Design vram_scanout, sky130hd; sources not shown.
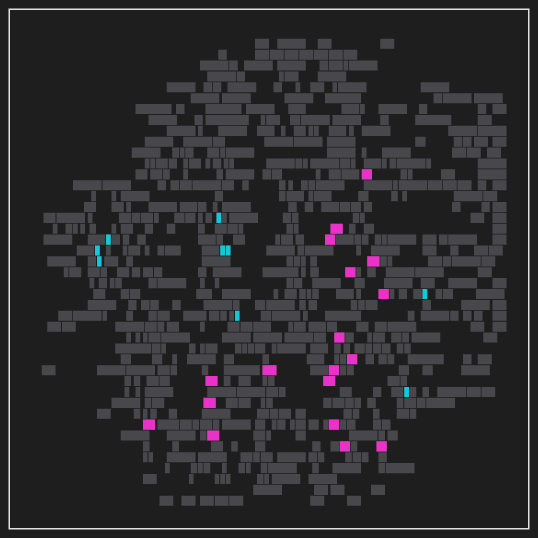
*Logic cells by family*
Drawn at 4 px/um.
Key: AND-OR and OR-AND gates = magenta [cells 18]; inverters = cyan [cells 9]
fin cells: 796
Commonest Layout Cell: dfxtp_1
logic share of the area: 43.3%

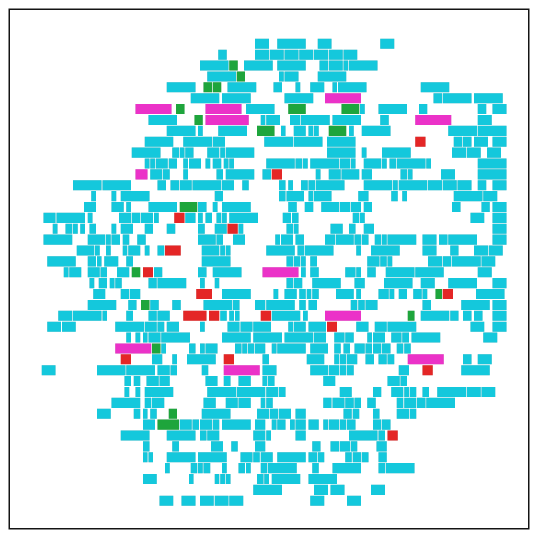
*Cells by drive strength*
Drawn at 4 px/um.
Key: _3 and _4 cells = red [cells 16, share 2.6%]; _2 cells = green [cells 18, share 2.9%]; _0 and _1 cells = cyan [cells 571, share 93%]; _6 and larger = magenta [cells 11, share 1.8%]
final setup margin: 0.671 ns
Plain + repair buffers: 70

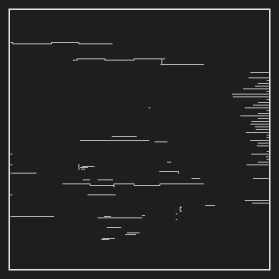
*The metal 3 layer*
Drawn at 2 px/um.
The layer carries 654 um of wire. 60 nets have wire on it.
Routed WL: 11600 um
GR Util met3: 4.45%

==> flow_summary.toml <==
# implementation run metrics
[sta]
hold_viol = 0
period_needed_ns = 2.73
grt_setup_unrepaired = "false"
slew_headroom_pct = 53.6
min_period_over_period_pct = 80.3
max_freq_ghz = 0.366
fin_skew_ns = 0.0108
worstMarginPinSlew_ns = 0.688

[route]
avgRoutedWirePerCell_um = 14.6
drc = 0
drt_iter0_markers = 251
num_vias = 4163
drt-vias-per-instance = 5.23
dr.pass1.iters = 4
ant_nets = 0

[clocking]
clk_pin_slew_ns = 0.07
cts_resized = 0
cts-buffers-inserted = 9
htree_levels = 3
cts_root_buf = "clkbuf_16"

[synthesis]
ys_area_um2 = 5000
ys_warn_count = 0
syn_inst = 564
syn_area_per_cell_um2 = 8.86
yosys-stat-cells = 564
synth-xor-area-share_pct = 5.78
ys_types = 58
synthSimpleGateAreaFrac_pct = 24.3
ys.flops = 109
synthTopLogicFamily = "simple AND/OR/NAND/NOR gates"
muxShareOfSynthArea_pct = 1.00
yosys.area_share.adder_pct = 4.41
postSynth.asyncResetShare_pct = 0

[cells_and_area]
largest_register_ffs = 19
comb_area_um2 = 2610
drive_gt1_share_pct = 7.31
fin_nets = 662
register_area_um2 = 2180

[grt]
grt_use_met1_pct = 18.3
globalRouteTotalUtil_pct = 14.2
grt-busiest-layer = "met2"
grt_pass1_vias = 4047
grt_pass1_wl_um = 19300
antenna_found_initial = 0
use_met2_pct = 23.1
grt_overflow = 0

[die]
initial_core_util_pct = 35.9
rows = 43
core_um2 = 13900
die_h_um = 129
io_pins = 66

[pwr]
sw_frac_of_total_pct = 21.7
power_leakage_nw = 2.19
p_clk_share_pct = 43.1
power.switching_mw = 0.529
power.density_nw_per_um2 = 405
seqPwrFrac_pct = 53.1

[run]
warnings = 32

[setup_path]
crit_buf_inv = 0
endpoint_kind = "flop"
path_cells = "ha_1 > fa_1 > a211oi_1 > o21bai_1 > a2111oi_0 > nor3_1 > nand3b_1"
r2r_slack_ns = 0.67
crit_slowest_cell = "a2111oi_0"
reg2regPathDepth = 7
cpPeakStageDelay_ns = 0.64
required_ns = 3.63
start_kind = "flop"

[run_status]
status = "finished, final reports clean"

[placed_design]
gp_congestion = 0.880
numPortBuffers = 61
placed_area_um2 = 5720

[hold_path]
hold_class = "reg2reg"
holdPathStages = 1
## layer usage
layer  vias to the layer above  share of wire, %  routed length (um)
met3                        12               5.6                 653
met4                         0               1.1                 125
met1                      1949                48                5540
met2                        93                46                5300
met5                         -                 0                   0
li1                       2109                 -                   -
## area by class of cell
type,count,area share (%)
Clock buffer,9,3.74
Clock inverter,7,1.23
Inverter,9,0.561
Multi-Input combinational cell,412,43.3
Sequential cell,109,36.2
Tap cell,180,3.74
Timing Repair Buffer,70,11.2
## synth_stat cells (all sizes together) (2+ instances only)
master | instances | area [um2]
a211o | 7 | 61.3
a211oi | 10 | 95.1
a21o | 8 | 60.1
a21oi | 36 | 191
a311oi | 5 | 50.0
a31oi | 8 | 50.1
a41oi | 2 | 17.5
and2 | 16 | 100
and3 | 14 | 87.6
and4 | 2 | 17.5
buf | 11 | 83.8
clkbuf | 23 | 88.8
dfxtp | 109 | 2180
ha | 16 | 200
inv | 8 | 30.0
mux2i | 5 | 50.1
nand2 | 54 | 208
nand3 | 26 | 130
nand3b | 2 | 15.0
nand4 | 7 | 43.8
nand4b | 2 | 17.5
nor2 | 49 | 191
nor2b | 10 | 62.6
nor3 | 17 | 85.1
nor4 | 9 | 62.6
nor4b | 2 | 17.5
o2111ai | 3 | 26.3
o21a | 2 | 15.0
o21ai | 19 | 95.1
o221ai | 7 | 61.3
o31ai | 8 | 60.1
or2 | 9 | 56.3
or3 | 11 | 68.8
or4 | 5 | 41.3
xnor2 | 20 | 175
xor2 | 13 | 114
## worst reg2reg max path: stages, from the launching register on
cell	delay, ns
dfxtp_1	0.37
ha_1	0.24
fa_1	0.44
a211oi_1	0.45
o21bai_1	0.16
a2111oi_0	0.64
nor3_1	0.13
nand3b_1	0.18
## logic make-up (layout without fill, tap and decap cells)
group           after synthesis  in the layout
fa+ha+maj                    17             17
simple gates                236            236
xor+xnor                     33             33
flops                       109            109
compound gates              121            121
buf+inv                      43             95
mux                           5              5
## power groups by stage
stage,sequential (mW),clock (mW),combinational [mW]
floorplan,1.33,0,0.0359
global placement,1.32,0,0.0934
detailed placement,1.32,0,0.0947
CTS,1.29,1.09,0.0952
global route,1.29,1.14,0.104
finish,1.29,1.05,0.0938
## stage by stage
step | hold WS (ns) | cells
after floorplan | 0.389 | 564
after global placement | 0.394 | 780
after detailed placement | 0.394 | 780
after CTS | 0.410 | 796
after global routing | 0.421 | 796
final | 0.407 | 796
Power is estimated from default activity; no workload was simulated.
